`config.mk`:
```
export PLATFORM = sky130hd
export DESIGN_NAME = bus_arbiter
export DESIGN_NICKNAME = d
export VERILOG_FILES = /design/src/rtl/bus_arbiter.sv
export SDC_FILE = /design/constraint.sdc
export NUM_CORES = 1
export LEC_CHECK = 0
export CORE_AREA = 2 2 232 234
export DETAILED_ROUTE_END_ITERATION = 16
export DIE_AREA = 0 0 234 236
export GPL_ROUTABILITY_DRIVEN = 0
export PLACE_DENSITY = 0.58
export SKIP_LAST_GASP = 1
export SLEW_MARGIN = 20
export SYNTH_ARGS = -nofsm -noshare
export SYNTH_HDL_FRONTEND = slang
export SYNTH_SLANG_ARGS = --single-unit
```
`constraint.sdc`:
```
create_clock -name clk -period 4 [get_ports clk]
set_input_delay 0.6 -clock clk [delete_from_list [all_inputs] [get_ports clk]]
set_output_delay 0.6 -clock clk [all_outputs]
set_load 0.03 [all_outputs]
```
`src/rtl/bus_arbiter.sv`:
```
// Two-master arbiter/sequencer for the shared 64-bit data-memory bus.
// Define BUS_ARB_FIXED_PRIO_EN for fixed m0 priority instead of round-robin.
module bus_arbiter #(
  parameter int MEM_LAT = 1,
  parameter int AW      = 64,
  parameter int DW      = 64
) (
  input  logic          clk,
  input  logic          reset,
  input  logic          m0_req,
  input  logic [AW-1:0] m0_address,
  input  logic [DW-1:0] m0_WriteData,
  input  logic          m0_MemWrite,
  input  logic          m0_MemRead,
  output logic          m0_gnt,
  output logic          m0_ack,
  output logic [DW-1:0] m0_ReadData,
  input  logic          m1_req,
  input  logic [AW-1:0] m1_address,
  input  logic [DW-1:0] m1_WriteData,
  input  logic          m1_MemWrite,
  input  logic          m1_MemRead,
  output logic          m1_gnt,
  output logic          m1_ack,
  output logic [DW-1:0] m1_ReadData,
  output logic [AW-1:0] d_address,
  output logic [DW-1:0] d_WriteData,
  output logic          d_MemWrite,
  output logic          d_MemRead,
  input  logic [DW-1:0] d_ReadData,
  output logic          busy
);

  localparam int CW = (MEM_LAT > 1) ? $clog2(MEM_LAT) : 1;

  typedef enum logic [1:0] {
    IDLE,
    ACCESS,
    RESP
  } state_t;

  state_t        state;
  logic [CW-1:0] cnt;
  logic          rr_last;
  logic          owner;
  logic          rd_op;
  logic          any_req;
  logic          pick_m1;
  logic          sel_wr;
  logic          sel_rd;

  assign any_req = m0_req | m1_req;

`ifdef BUS_ARB_FIXED_PRIO_EN
  assign pick_m1 = m1_req & ~m0_req;
`else
  assign pick_m1 = m1_req & (~m0_req | ~rr_last);
`endif

  assign sel_wr = pick_m1 ? m1_MemWrite : m0_MemWrite;
  assign sel_rd = pick_m1 ? m1_MemRead : m0_MemRead;
  assign busy   = (state != IDLE);

  always_ff @(posedge clk) begin
    if (reset) begin
      state       <= IDLE;
      cnt         <= '0;
      rr_last     <= 1'b1;
      owner       <= 1'b0;
      rd_op       <= 1'b0;
      d_address   <= '0;
      d_WriteData <= '0;
      d_MemWrite  <= 1'b0;
      d_MemRead   <= 1'b0;
      m0_gnt      <= 1'b0;
      m1_gnt      <= 1'b0;
      m0_ack      <= 1'b0;
      m1_ack      <= 1'b0;
      m0_ReadData <= '0;
      m1_ReadData <= '0;
    end else begin
      m0_ack <= 1'b0;
      m1_ack <= 1'b0;
      case (state)
        IDLE: begin
          if (any_req) begin
            owner       <= pick_m1;
            rr_last     <= pick_m1;
            d_address   <= pick_m1 ? m1_address : m0_address;
            d_WriteData <= pick_m1 ? m1_WriteData : m0_WriteData;
            rd_op       <= sel_rd & ~sel_wr;
            d_MemWrite  <= sel_wr;
            d_MemRead   <= sel_rd & ~sel_wr;
            m0_gnt      <= ~pick_m1;
            m1_gnt      <= pick_m1;
            cnt         <= CW'(MEM_LAT - 1);
            state       <= ACCESS;
          end
        end
        ACCESS: begin
          if (cnt == '0) begin
            // read data is only valid in the last access cycle
            if (rd_op) begin
              if (owner) m1_ReadData <= d_ReadData;
              else       m0_ReadData <= d_ReadData;
            end
            d_MemWrite <= 1'b0;
            d_MemRead  <= 1'b0;
            m0_ack     <= ~owner;
            m1_ack     <= owner;
            state      <= RESP;
          end else begin
            cnt <= cnt - 1'b1;
          end
        end
        RESP: begin
          m0_gnt <= 1'b0;
          m1_gnt <= 1'b0;
          state  <= IDLE;
        end
        default: state <= IDLE;
      endcase
    end
  end

endmodule

```
Met1 routing:
Supply wires on this layer in grey.
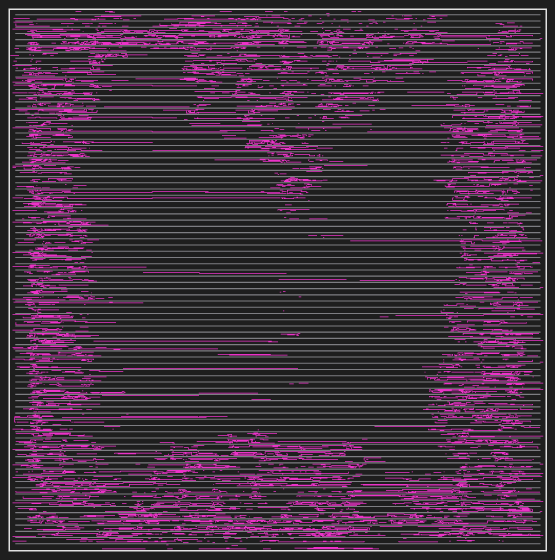
- share of all routed wire: 40%
- nets with wire on the layer: 1880
- main direction: horizontal
Via Count: 12447
met1 Use GR: 0.1946
Routed WL: 48.35 mm

I/O pins on the die edge:
Pins as bars across the die edge, other pins in grey.
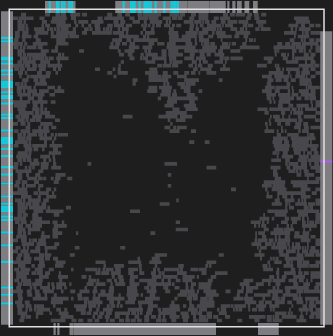
- m0_WriteData: cyan (pins 64; direction input; edge 40 west, 24 north)
- m1_gnt: purple (pins 1; direction output; edge east)
- all pins by edge: 172 west, 161 east, 135 south, 123 north
port buffer count: 590
Horiz. Die Dim: 234 µm
die height: 236 µm

==> qor.yml <==
outcome:
  status: "complete, but fails checks"
  violations: "max-slew violations"
timing:
  setup_violations: 0
  fmax_ghz: 0.3370
  hold_ws_ns: 0.4530
  final_hold_viol_count: 0
  tns_ns: 0
  setup_ws_ns: 1.032
  finalCritPeriodShare: 0.7419
  tightest_slew_ns: 1.671
  report.final.slew_viol_count: 135
  grt_setup_unrepaired: "no"
  slew_headroom: -0.1138
  min_period_ns: 2.968
global_routing:
  grt_pass1_wl_mm: 71.64
  grt_pass1_vias: 12039
  grt_util_all_layers: 0.1633
  grt_max_degree: 259
  antenna_found_initial: 6
  overflow: 0
worst_setup_path:
  r2r_cells: 5
  crit_type: "flop to primary output"
  reg2reg_from: "state[1]$_SDFFE_PP0P_"
  ff2ff_setup_slack_ns: 1.49
  worst_ep_required_time_ns: 3.40
  arrival_ns: 2.37
  r2r_end: "d_address[42]$_SDFFE_PP0P_"
  cp_max_fo: 36
  end_kind: "primary output"
  worst_setup_path_start_kind: "flop"
cells_and_area:
  final_core_util: 0.3443
  num-fill-cells: 5470
  lay_top_count: "clkdlybuf4s50_1"
  lay_top_cells: "clkdlybuf4s50_1, dfxtp_1, nand2_1"
  fin_nets: 2173
  final_area_um2: 18270
  stdcell_count: 2567
  drive_gt1_frac: 0.04441
  syn_to_final_growth_pct: 69.20
floorplan:
  ios: 591
  chipArea_um2: 55220
  fp_util: 0.2035
  rows: 85
hold_path:
  min_from: "m0_ReadData[9]$_SDFFE_PP0P_"
  min_path_type: "flop to flop"
  whs_path_depth: 2
  min_to: "m0_ReadData[9]$_SDFFE_PP0P_"
synthesis:
  ys_cells: 1363
  fp_nets: 1691
  synth_warnings: 0
  avgSynthCellArea_um2: 7.922
  ys_seq_share: 0.4950
  synthDistinctLibCells: 30
  yosys_area_um2: 10800
  synthesis.area_um2: 10800
  ys_ff: 267
  netlist_instances: 1363
clock_tree:
  cts_tree: "done"
  ctsHoldBuffers: 0
  htreeDepth: 1
  clk_pin_slew_ns: 0.06
  post_cts_resized: 0
  cts_setup_buffers: 0
  cts_buffer_depth: 3
  clock_sinks: 267
  clockRootBuffer: "clkbuf_16"
power:
  fin_total_pwr_mw: 7.443
  power_density_nw_per_um2: 407.4
  p_leak_nw: 5.915
placed_design:
  place_hpwl_mm: 32.66
  pre_cts_slack_ns: 1.296
  dpl_cell_area_um2: 17150
  dp.cells: 2508
drt:
  routed_via_density: 4.849
  wl_per_cell_um: 18.84
  drcViolationCount: 0
  drt_iter0_drc: 681
  dr.pass1.iters: 5
  ant_nets: 0
flow_run:
  tool_warnings: 32
  maxCapViolations: 0
PDN straps and rails:
Pins as bars on the die edge.
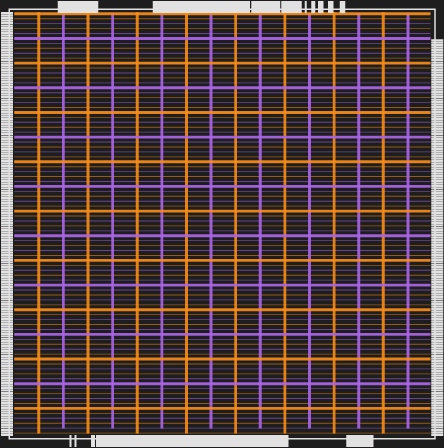
- VDD: purple
- VSS: orange
- signal pins: 591
- met1 rails: 86
Max IR drop VDD: 0.3276 mV
core region area: 53070 µm²

The clock network:
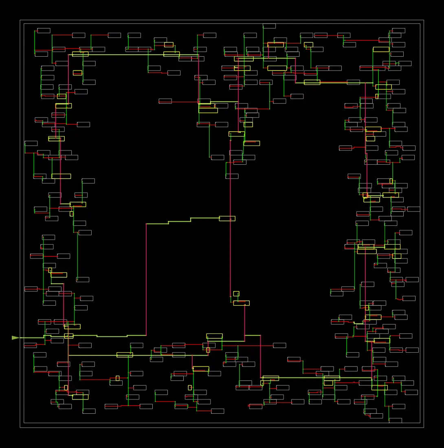
Latency at later pin: 0.58 ns
clock skew: 0.008098 ns
CTS Buf Count: 31

## state kept, by name (all words and copies together) (netlist names)
signal and flops:
rd_op 1, state 2, owner 1, m0_gnt 1, d_MemRead 1, m1_gnt 1
d_address 64, m0_ack 1, d_WriteData 64, d_MemWrite 1, m1_ReadData 64, m1_ack 1
rr_last 1, m0_ReadData 64
## critical path, cell delays in order, from the launching register on
cell             delay (ns)
dfxtp_1                0.59
nor2_4                 0.11
inv_4                  0.32
clkdlybuf4s50_1        0.77
## report_power, final
group	internal (mW)	switching [mW]	leakage, nW
clock network	1.90	1.18	0.556
registers	2.80	0.0794	2.18
logic	0.655	0.829	3.18
## cells in the mapped netlist
| cell | number | share of area |
|---|---|---|
| nand4_1 | 128 | 0.074 |
| clkbuf_1 | 83 | 0.029 |
| buf_1 | 4 | 0.0014 |
| o311a_1 | 1 | 0.00093 |
| nand3_1 | 129 | 0.060 |
| nand4b_1 | 1 | 0.00081 |
| and2_1 | 1 | 0.00058 |
| nand2b_1 | 2 | 0.0012 |
| nor2_1 | 3 | 0.0010 |
| nor2_2 | 1 | 0.00058 |
| o21ai_1 | 1 | 0.00046 |
| a21boi_2 | 1 | 0.0010 |
| a21oi_1 | 132 | 0.061 |
| nor2_4 | 1 | 0.0010 |
| nor3_1 | 3 | 0.0014 |
| inv_2 | 1 | 0.00035 |
| buf_2 | 66 | 0.031 |
| nand3b_1 | 1 | 0.00070 |
| buf_4 | 6 | 0.0042 |
| o41ai_1 | 2 | 0.0016 |
| a31oi_1 | 128 | 0.074 |
| nand4bb_1 | 1 | 0.0010 |
| nor4bb_1 | 1 | 0.00093 |
| mux2i_1 | 1 | 0.00093 |
| dfxtp_1 | 267 | 0.50 |
| and4b_1 | 1 | 0.00093 |
| o21bai_1 | 1 | 0.00070 |
| nor2b_1 | 6 | 0.0035 |
| nand2_1 | 257 | 0.089 |
| o21ai_0 | 133 | 0.062 |
## metal layers
layer  global-route usage  vias to the layer above  share of wire
met5                    0                        -        0.00089
met4              0.05543                        6          0.029
met3              0.04630                       90          0.090
met2               0.2788                      533           0.48
met1               0.1946                     5933           0.40
li1                     -                     5885              -
## how the worst max path moves through the flow
| stage | cells after the start | to | startpoint |
|---|---|---|---|
| 2_1_floorplan | 5 | busy | state[1]$_SDFFE_PP0P_ |
| 3_3_place_gp | 5 | d_WriteData[27]$_SDFFE_PP0P_ | m1_req |
| 3_5_place_dp | 5 | d_WriteData[42]$_SDFFE_PP0P_ | m1_req |
| 4_1_cts | 3 | busy | state[1]$_SDFFE_PP0P_ |
| 5_1_grt | 3 | busy | state[1]$_SDFFE_PP0P_ |
| 6_report | 3 | busy | state[1]$_SDFFE_PP0P_ |
## cells by family after synthesis
logic type / share of synthesized area
buf+inv: 0.06535
flops: 0.4950
simple gates: 0.2370
mux: 0.0009270
compound gates: 0.2017
## final cells by class
cell class	count	area, µm²	share of cell area
clock buffers	42	907.1	0.04965
multi-input cells	936	4800	0.2627
clock inverters	15	206.4	0.01130
inverters	1	6.256	0.0003424
well taps	696	870.8	0.04766
flip-flops and latches	267	5345	0.2926
repair buffers	608	6130	0.3355
diodes	2	5.005	0.0002739
Power and IR drop assume default switching activity.
